[config.mk]
export PLATFORM = sky130hd
export DESIGN_NAME = dhdu_scoreboard
export DESIGN_NICKNAME = d
export VERILOG_FILES = /design/src/rtl/dhdu_pkg.sv /design/src/rtl/dhdu_sb.sv /design/src/rtl/dhdu_scoreboard.sv
export SDC_FILE = /design/constraint.sdc
export NUM_CORES = 1
export LEC_CHECK = 0
export CAP_MARGIN = 15
export CORE_MARGIN = 3
export CORE_UTILIZATION = 45
export DETAILED_ROUTE_END_ITERATION = 8
export PLACE_DENSITY = 0.7
export SLEW_MARGIN = 40
export SYNTH_ARGS = -nofsm -noshare
export SYNTH_HDL_FRONTEND = slang
export SYNTH_SLANG_ARGS = --single-unit
[constraint.sdc]
create_clock -name clk -period 6.1 [get_ports clk]
set_input_delay 0.915 -clock clk [delete_from_list [all_inputs] [get_ports clk]]
set_output_delay 0.915 -clock clk [all_outputs]
set_load 0.01 [all_outputs]
[src/rtl/dhdu_pkg.sv]
// Shared constants for the hazard/forwarding unit and its long-op scoreboard.
// Forwarding select codes and the hardwired-zero register number.
package dhdu_pkg;

  localparam int SEL_RF   = 0;
  localparam int REG_ZERO = 0;

  // The completion-bus select code sits just past the last pipeline stage.
  function automatic int sel_lu(input int num_stg);
    return num_stg + 1;
  endfunction

endpackage

[src/rtl/dhdu_sb.sv]
// Long-op scoreboard: one pending bit per register, with a running popcount.
// Lookups are combinational from the registered bits.
module dhdu_sb
  import dhdu_pkg::*;
#(
  parameter int NUM_SRC = 3,
  parameter int AW      = 5
) (
  input  logic                  clk,
  input  logic                  reset,
  input  logic                  set_en,
  input  logic [AW-1:0]         set_rd,
  input  logic                  clr_en,
  input  logic [AW-1:0]         clr_rd,
  input  logic [NUM_SRC*AW-1:0] look_addr,
  output logic [NUM_SRC-1:0]    look_hit,
  input  logic [AW-1:0]         id_rd,
  output logic                  id_hit,
  output logic [AW:0]           pend_cnt
);

  localparam int NREG = 1 << AW;

  logic [NREG-1:0] sb_q, sb_d;
  logic            set_ok, inc, dec;

  assign set_ok = set_en && (set_rd != AW'(REG_ZERO));

  // A same-register set overrides the clear, so that case is not a decrement.
  assign inc = set_ok && !sb_q[set_rd];
  assign dec = clr_en && sb_q[clr_rd] && !(set_ok && (set_rd == clr_rd));

  always_comb begin
    sb_d = sb_q;
    if (clr_en) sb_d[clr_rd] = 1'b0;
    if (set_ok) sb_d[set_rd] = 1'b1;
    sb_d[0] = 1'b0;
  end

  always_ff @(posedge clk or posedge reset) begin
    if (reset) begin
      sb_q     <= '0;
      pend_cnt <= '0;
    end else begin
      sb_q     <= sb_d;
      pend_cnt <= pend_cnt + (AW+1)'(inc) - (AW+1)'(dec);
    end
  end

  for (genvar i = 0; i < NUM_SRC; i++) begin : g_look
    assign look_hit[i] = sb_q[look_addr[i*AW +: AW]];
  end

  assign id_hit = sb_q[id_rd];

endmodule

[src/rtl/dhdu_scoreboard.sv]
// ID-stage hazard detection and operand forwarding with a long-op scoreboard.
// Stall/forward decisions are combinational; pend_cnt and stall_cnt are registered.
module dhdu_scoreboard
  import dhdu_pkg::*;
#(
  parameter int NUM_SRC = 3,
  parameter int AW      = 5,
  parameter int NUM_STG = 3,
  parameter int SW      = $clog2(NUM_STG + 2),
  parameter int CNT_W   = 16
) (
  input  logic                  clk,
  input  logic                  reset,
  input  logic [NUM_SRC*AW-1:0] src_addr,
  input  logic [NUM_SRC-1:0]    src_vld,
  input  logic [AW-1:0]         id_rd,
  input  logic                  id_we,
  input  logic [NUM_STG*AW-1:0] stg_rd,
  input  logic [NUM_STG-1:0]    stg_we,
  input  logic [NUM_STG-1:0]    stg_rdy,
  input  logic                  lu_issue,
  input  logic [AW-1:0]         lu_rd,
  input  logic                  lu_done,
  input  logic [AW-1:0]         lu_done_rd,
  input  logic                  flush,
  output logic                  nop,
  output logic                  le,
  output logic [NUM_SRC*SW-1:0] fwd_sel,
  output logic [AW:0]           pend_cnt,
  output logic [CNT_W-1:0]      stall_cnt
);

  logic [NUM_SRC-1:0]    sb_hit;
  logic                  id_hit;
  logic [NUM_SRC-1:0]    op_stall;
  logic [NUM_SRC*SW-1:0] sel_calc;
  logic                  waw, stall;

  dhdu_sb #(.NUM_SRC(NUM_SRC), .AW(AW)) u_sb (
    .clk       (clk),
    .reset     (reset),
    .set_en    (lu_issue),
    .set_rd    (lu_rd),
    .clr_en    (lu_done),
    .clr_rd    (lu_done_rd),
    .look_addr (src_addr),
    .look_hit  (sb_hit),
    .id_rd     (id_rd),
    .id_hit    (id_hit),
    .pend_cnt  (pend_cnt)
  );

  for (genvar i = 0; i < NUM_SRC; i++) begin : g_op
    logic [AW-1:0] addr;
    logic          active, found, stl;
    logic [SW-1:0] sel;

    assign addr = src_addr[i*AW +: AW];

    // The youngest matching writer decides; an unready one blocks older stages.
    always_comb begin
      sel    = SW'(SEL_RF);
      stl    = 1'b0;
      found  = 1'b0;
      active = src_vld[i] && (addr != AW'(REG_ZERO));
      if (active) begin
        for (int k = 0; k < NUM_STG; k++) begin
          if (!found && stg_we[k] && (stg_rd[k*AW +: AW] != AW'(REG_ZERO)) &&
              (stg_rd[k*AW +: AW] == addr)) begin
            found = 1'b1;
            if (stg_rdy[k]) sel = SW'(k + 1);
            else            stl = 1'b1;
          end
        end
        if (!found && sb_hit[i]) begin
          if (lu_done && (lu_done_rd == addr)) sel = SW'(sel_lu(NUM_STG));
          else                                 stl = 1'b1;
        end
      end
    end

    assign op_stall[i]          = stl;
    assign sel_calc[i*SW +: SW] = sel;
  end

  assign waw   = id_we && (id_rd != AW'(REG_ZERO)) && id_hit &&
                 !(lu_done && (lu_done_rd == id_rd));
  assign stall = ((|op_stall) || waw) && !flush;

  always_comb begin
    nop     = 1'b0;
    le      = 1'b1;
    fwd_sel = '0;
    if (!reset) begin
      nop = stall;
      le  = !stall;
      if (!stall) fwd_sel = sel_calc;
    end
  end

  always_ff @(posedge clk or posedge reset) begin
    if (reset)                                  stall_cnt <= '0;
    else if (nop && (stall_cnt != {CNT_W{1'b1}})) stall_cnt <= stall_cnt + 1'b1;
  end

endmodule

Run 1, supply network:
Bar = 20 um. Pins as bars on the die edge.
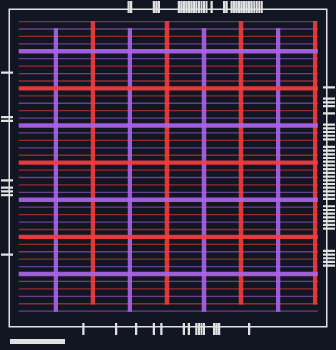
- red: VDD
- purple: VSS
- rows: 39
- met5 straps: 7
- met4 straps: 8
- signal pins: 93
Die Y: 116 um
core area: 11600 um2
chip width: 116 um
maximum VDD drop: 0.129 mV

Run 1, placed cells, one colour a class:
Fill, decap, tap and diode cells in grey.
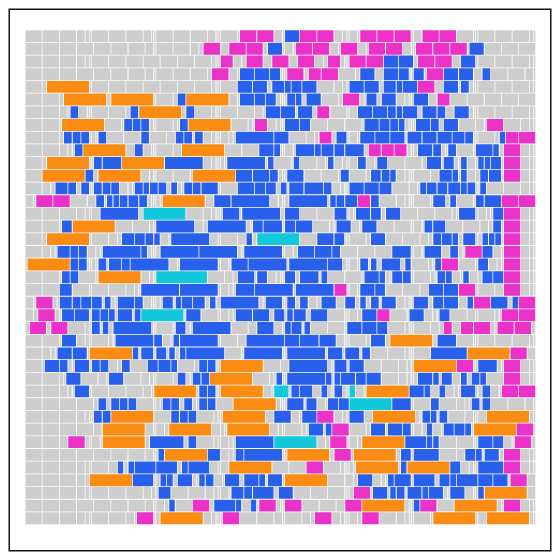
- orange: registers (cells 53)
- cyan: clock drivers and dummy loads (cells 8)
- magenta: remaining buffers and delay cells (cells 107)
- blue: remaining logic cells (cells 499)

==> results.txt, run 1 <==
run results: Synth Seq Share 24.5%, Hold WC Path Type reg2reg, Yosys Instances between 500 and 600, Ports about 93, Setup-failing EPs final 0, share of layout cells above drive strength 1 between 10% and 20%, Post-synth EDFFs 0, 1st-iter DRT viols between 400 and 500, Synth Area in Simple Gates a little under a fifth, TritonCTS Sinks about 53, post-DP HPWL roughly 13000 um, Crit path max-delay family buffers and inverters, number of global-route vias before repair 5042, drt total wl 17700 um, met3 global-route usage roughly 5%, Setup Buffers After CTS 0, yosys aoi share about an eighth, hold-fix buffers at CTS 0, Synth flops about 53, Layout area overhead 21.5%, syn_area_per_cell slightly above 9 um2, WL met1 between 7000 and 8000 um, post-cts sizing count 0, cycle use final ~89%, largest area contributor in the netlist dfrtp_1, CP Buf/Inv Count 4, layout net count 734, drt via density about 6.4, GRT Total Usage a little over a quarter, post-synthesis adder-cell area fraction approximately 2.0%, CP arrival 4.52 ns, status complete, no violations, die footprint roughly 13000 um2, PD cells about 250 nW/um2, dominant non-sequential cell family after synthesis multiplexers, worst setup margin 0.661 ns, Synth mux share between 20% and 30%, required time worst endpoint approximately 5.2 ns, Most Crowded Layer GR met2
Run 1, clock network drawn from the DEF:
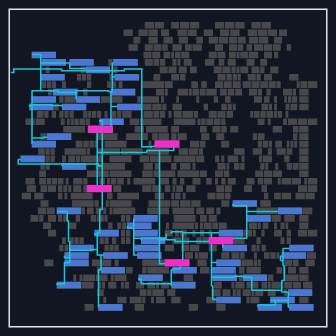
- cyan: clock wires (length 746 um)
- blue: flip-flops (count 53)
- magenta: clock-net drivers (count 5)
- routed clock nets: 6
Clk. pwr: 0.329 mW
skew final: 0.00970 ns
clk_lat worst skew: 0.30 ns
Clock Power Share: 19.6%

## run 1: final timing paths
check                              from               end  slack (ns)  cells after the start
min                        stall_cnt[4]      stall_cnt[4]        0.49                      1
min in group asynchronous         reset     stall_cnt[11]        1.36                      3
max                        src_addr[10]        fwd_sel[7]        0.66                     13
max in group asynchronous         reset      u_sb.sb_q[4]        4.26                      3
min reg2reg                stall_cnt[4]      stall_cnt[4]        0.49                      1
max reg2reg                u_sb.sb_q[6]  u_sb.pend_cnt[4]        2.90                     15
## run 1: logic make-up after synthesis
family | count (synthesis)
AND-OR/OR-AND | 120
XOR/XNOR | 88
adder cells (fa/ha/maj) | 8
buffers and inverters | 71
flip-flops | 53
multiplexers | 70
AND/OR/NAND/NOR | 185
## run 1: cell type report
| type | count | area [um2] |
|---|---|---|
| inverters | 28 | 105 |
| repair buffers | 107 | 1030 |
| clock buffers | 6 | 129 |
| flip-flops and latches | 53 | 1330 |
| multi-input cells | 471 | 3780 |
| fillers | 1049 | 5030 |
| well taps | 143 | 179 |
| clock inverters | 2 | 38.8 |
## run 1: through the flow
step                power [mW]  util, %  hold slack, ns  std cells  area, um2
global placement          1.31     55.3           0.484        802       6420
detailed placement        1.34     55.3           0.485        802       6420
floorplan                 1.05        -           0.515        595       5420
global route              1.77     56.7           0.524        810       6590
finish                    1.68     56.7           0.493        810       6590
CTS                       1.67     56.8           0.502        810       6590
## run 1: registers in the layout, summed over array words and instances, names as in the netlist
register and count:
u_sb.pend_cnt 6, u_sb.sb_q 31, stall_cnt 16
## run 1: where the power goes
part	switching [mW]	leakage, nW	internal, mW	total, mW
registers	0.172	0.660	0.440	0.612
logic	0.334	1.80	0.401	0.734
clock network	0.134	0.0810	0.195	0.329
total	0.640	2.54	1.04	1.68
--- run 2 (diff from run 1) ---
Settings changed: CORE_UTILIZATION 45 to 25, PLACE_DENSITY 0.7 to not set, SLEW_MARGIN 40 to 25.
Clock period 6.1 ns to 5.64 ns, I/O delays scaled along.
Run 2, clock wiring as the flow saved it:
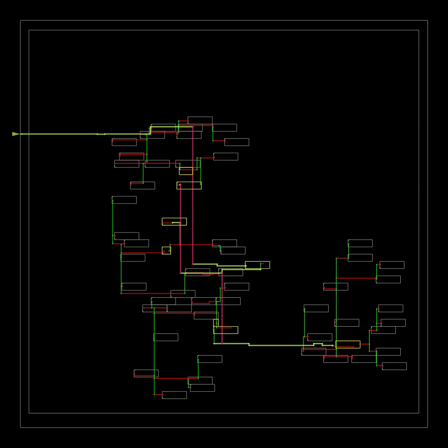
Flops: 53
Clk. pwr: 0.330 mW

==> results.txt, run 2 <==
run results: status complete, no violations, r2r setup slk 2.48 ns (-0.42 ns), drt total wl 18500 um (+4.6%), Crit path max-delay family buffers and inverters, registers with the most flip-flops u_sb.sb_q: 31 flops, stall_cnt: 16 flops, u_sb.pend_cnt: 6 flops, maximum VDD drop 0.104 mV (-19%), layout net count 744 (+1.4%), drt via density 5.36 (-16%), Ports 93 (unchanged), Async SR Flop Fraction 100%, switching power 0.696 mW (+8.7%), Synth flops 53 (unchanged), Die Y 153 um (+32%), TritonCTS Sinks 53 (unchanged), post-cts sizing count 0 (unchanged), Hold Path Stages 1 (unchanged), top power group combinational cells, Hold WC Path Type reg2reg, largest area contributor in the netlist dfrtp_1, Antenna diodes 0, Largest register FFs 31 (unchanged), hold-fix buffers at CTS 0 (unchanged), chip width 153 um (+32%), sequential share of power 37.1% (+0.6 points), Layout area overhead 25.7%, Hold Path End stall_cnt[4], Setup-failing EPs final 0 (unchanged), combinational power share 44.4% (+0.6 points), Power Combinational 0.793 mW (+8.0%), share of layout cells above drive strength 1 13.6% (+1.3 points), die footprint 23500 um2 (+75%), CTS Buffer Depth 2, Yosys Instances 595 (unchanged), post-DP HPWL 13600 um (+5.5%), syn_area_per_cell 9.11 um2 (unchanged), GRT Total Usage 15.5% (-11 points), PD cells 262 nW/um2 (+3.0%), Clock Power Share 18.5% (-1.1 points), worst reg2reg endpoint u_sb.pend_cnt[5], reg2reg path depth 14 (-1), Synth Seq Share 24.5% (unchanged), HP Start stall_cnt[4], Post-synth EDFFs 0 (unchanged), Setup Buffers After CTS 0 (unchanged), clk_lat worst skew 0.30 ns (about the same), CP arrival 4.46 ns (-0.06 ns), number of global-route vias before repair 5117 (+1.5%)
Run 2, placed cells, one colour a class:
Fill, decap, tap and diode cells in grey.
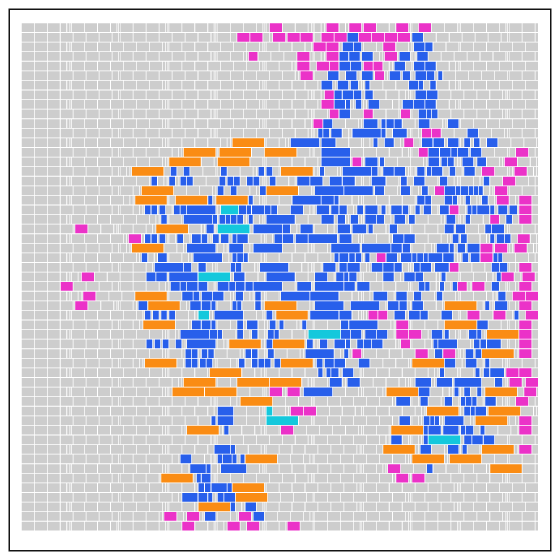
- magenta: remaining buffers and delay cells (cells 117)
- orange: registers (cells 53)
- blue: remaining logic cells (cells 499)
- cyan: clock drivers and dummy loads (cells 8)
Final Cell Area: 6820 um2
core area: 21200 um2

-- run 2: kinds of logic after synthesis --
logic type / count (synthesis) / synth area share [%]
adders and majority gates: 8 / 1.98
and+or+nand+nor: 185 / 19.1
AOI/OAI and AO/OA: 120 / 13.2
DFF: 53 / 24.5
buffers and inverters: 71 / 5.82
xor gates and xnor gates: 88 / 14.2
muxes: 70 / 21.2
-- run 2: layer usage --
metal	track usage, %	vias to the layer above	part of all wire (%)	wire length, um
met4	4.84	0	2.3	432
met5	0	-	0	0
met3	3.20	36	7.2	1330
met2	25.1	214	47	8680
met1	20.9	2482	44	8040
li1	-	2369	-	-
-- run 2: layout make-up --
class	count	area (um2)
well taps	275	344
repair buffers	117	1110
clock inverters	2	13.8
clock buffers	6	139
fillers	2175	14300
flip-flops and latches	53	1330
multi-input cells	471	3780
inverters	28	105
-- run 2: how the worst max path moves through the flow --
stage	end	cells past startpoint	start	slack, ns
finish	fwd_sel[1]	10	id_rd[0]	0.34
global route	fwd_sel[3]	10	id_rd[0]	0.12
CTS	fwd_sel[1]	10	id_rd[0]	0.29
detailed placement	fwd_sel[1]	10	id_rd[0]	0.29
global placement	fwd_sel[7]	10	id_rd[0]	0.37
floorplan	fwd_sel[1]	11	src_addr[9]	1.63
-- run 2: stage by stage --
stage	setup slack (ns)	cells	utilization [%]	hold slack, ns	instance area (um2)
6_report	0.336	952	32.2	0.503	6820
5_1_grt	0.117	952	32.2	0.538	6820
4_1_cts	0.294	952	32.2	0.505	6820
3_5_place_dp	0.288	944	31.5	0.487	6660
3_3_place_gp	0.366	944	31.5	0.484	6660
2_1_floorplan	1.63	595	-	0.515	5420
--- run 3 (diff from run 2) ---
Settings changed: CORE_ASPECT_RATIO set to 1.4, SKIP_CTS_REPAIR_TIMING set to 1.
==> results.txt, run 3 <==
run results: Synth mux share 21.2% (unchanged), switching power 0.670 mW (-3.7%), worst reg2reg endpoint u_sb.pend_cnt[4], Synth flops 53 (unchanged), clk_lat worst skew 0.30 ns (about the same), number of global-route vias before repair 5309 (+3.8%), GRT Total Usage 15.8% (+0.25 points), drt total wl 18900 um (+2.3%), Die Y 180 um (+18%), Sequential Area 1330 um2 (unchanged), dominant non-sequential cell family after synthesis multiplexers, top power group combinational cells, core area 21300 um2 (+0.61%), Largest register FFs 31 (unchanged), Final Cell Area 6770 um2 (-0.66%), Ports 93 (unchanged), Power Combinational 0.804 mW (+1%), yosys aoi share 13.2% (unchanged), Setup crit end fwd_sel[5], Hold WC Path Type reg2reg, worst setup margin 0.438 ns (+0.103 ns), Yosys Instances 595 (unchanged), DP Worst Slack 0.336 ns (+0.0479 ns), post-DP HPWL 14400 um (+5.4%), Antenna diodes 0 (unchanged), Synth Seq Share 24.5% (unchanged), chip width 130 um (-15%), Clk. pwr 0.301 mW (-8.8%), Layout area overhead 24.9%, status complete, no violations, registers with the most flip-flops u_sb.sb_q: 31 flops, stall_cnt: 16 flops, u_sb.pend_cnt: 6 flops, Synth Area in Simple Gates 19.1% (unchanged), CP arrival 4.36 ns (-0.10 ns)
==> run 3: cell counts after synthesis <==
Identical to the previous run, type by type.
==> run 3: how the worst min path moves through the flow <==
stage | slack, ns | end | depth (start not counted)
floorplan | 0.51 | stall_cnt[10] | 1
global placement | 0.48 | stall_cnt[4] | 1
detailed placement | 0.49 | stall_cnt[7] | 1
CTS | 0.50 | stall_cnt[7] | 1
global route | 0.52 | stall_cnt[10] | 1
finish | 0.50 | stall_cnt[7] | 1
==> run 3: cell families (layout without fill, tap and decap cells) <==
family	count (synthesis)	after routing
fa+ha+maj	8	8
buf+inv	71	150
flops	53	53
simple gates	185	185
xor+xnor	88	88
compound gates	120	120
mux	70	70
==> run 3: worst max-delay path, stage by stage <==
cell	delay [ns]
clkdlybuf4s50_1	0.75
mux4_2	0.55
nor2b_1	0.16
nor4b_1	0.45
nor3_1	0.16
nand4_1	0.12
and4_4	0.24
nor2_2	0.08
nor4_1	0.36
clkdlybuf4s50_1	0.62
==> run 3: final cells by class <==
type	instances	share of cell area, %
clock buffers	5	1.85
well taps	260	4.80
multi-input cells	471	55.8
flip-flops and latches	53	19.6
repair buffers	115	16.1
clock inverters	2	0.240
inverters	28	1.55
==> run 3: through the flow <==
step | total power [mW] | instances
2_1_floorplan | 1.14 | 595
3_3_place_gp | 1.44 | 927
3_5_place_dp | 1.45 | 927
4_1_cts | 1.76 | 934
5_1_grt | 1.86 | 934
6_report | 1.75 | 934
==> run 3: layer usage <==
metal / track usage (%) / wire length [um]
met1: 18.7 / 7350
met2: 27.1 / 9510
met3: 2.08 / 1150
met4: 8.40 / 894
met5: 0 / 0
Run 3, clock network drawn from the DEF:
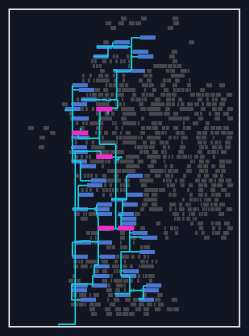
- magenta: clock-net drivers (count 5)
- cyan: clock wires (length 741 um)
- blue: flip-flops (count 53)
- routed clock nets: 6

Run 3, clock wiring as the flow saved it:
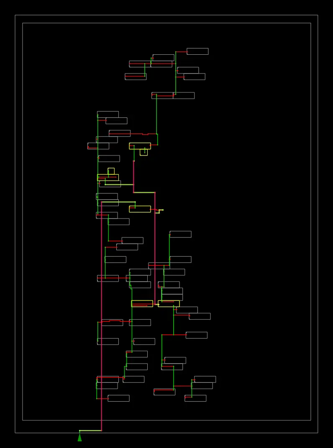
skew final: 0.00661 ns
Num CTS Buffers: 5
TritonCTS Sinks: 53


## Gallery

Routed metal, one colour a layer.
Plate I
Bar = 50 um. Two of the layers only.
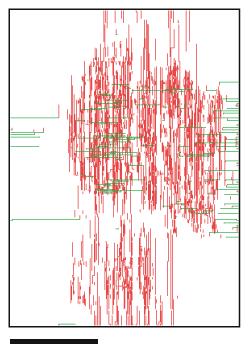
Plate II
Bar = 20 um. Two of the layers only.
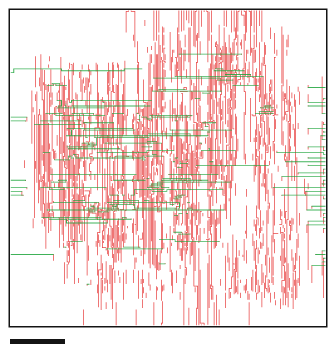
Of these, largest die: Plate I
- run 3 = Plate I
- run 1 = Plate II

Power figures rest on the tool's default switching activity, not on a simulated workload.
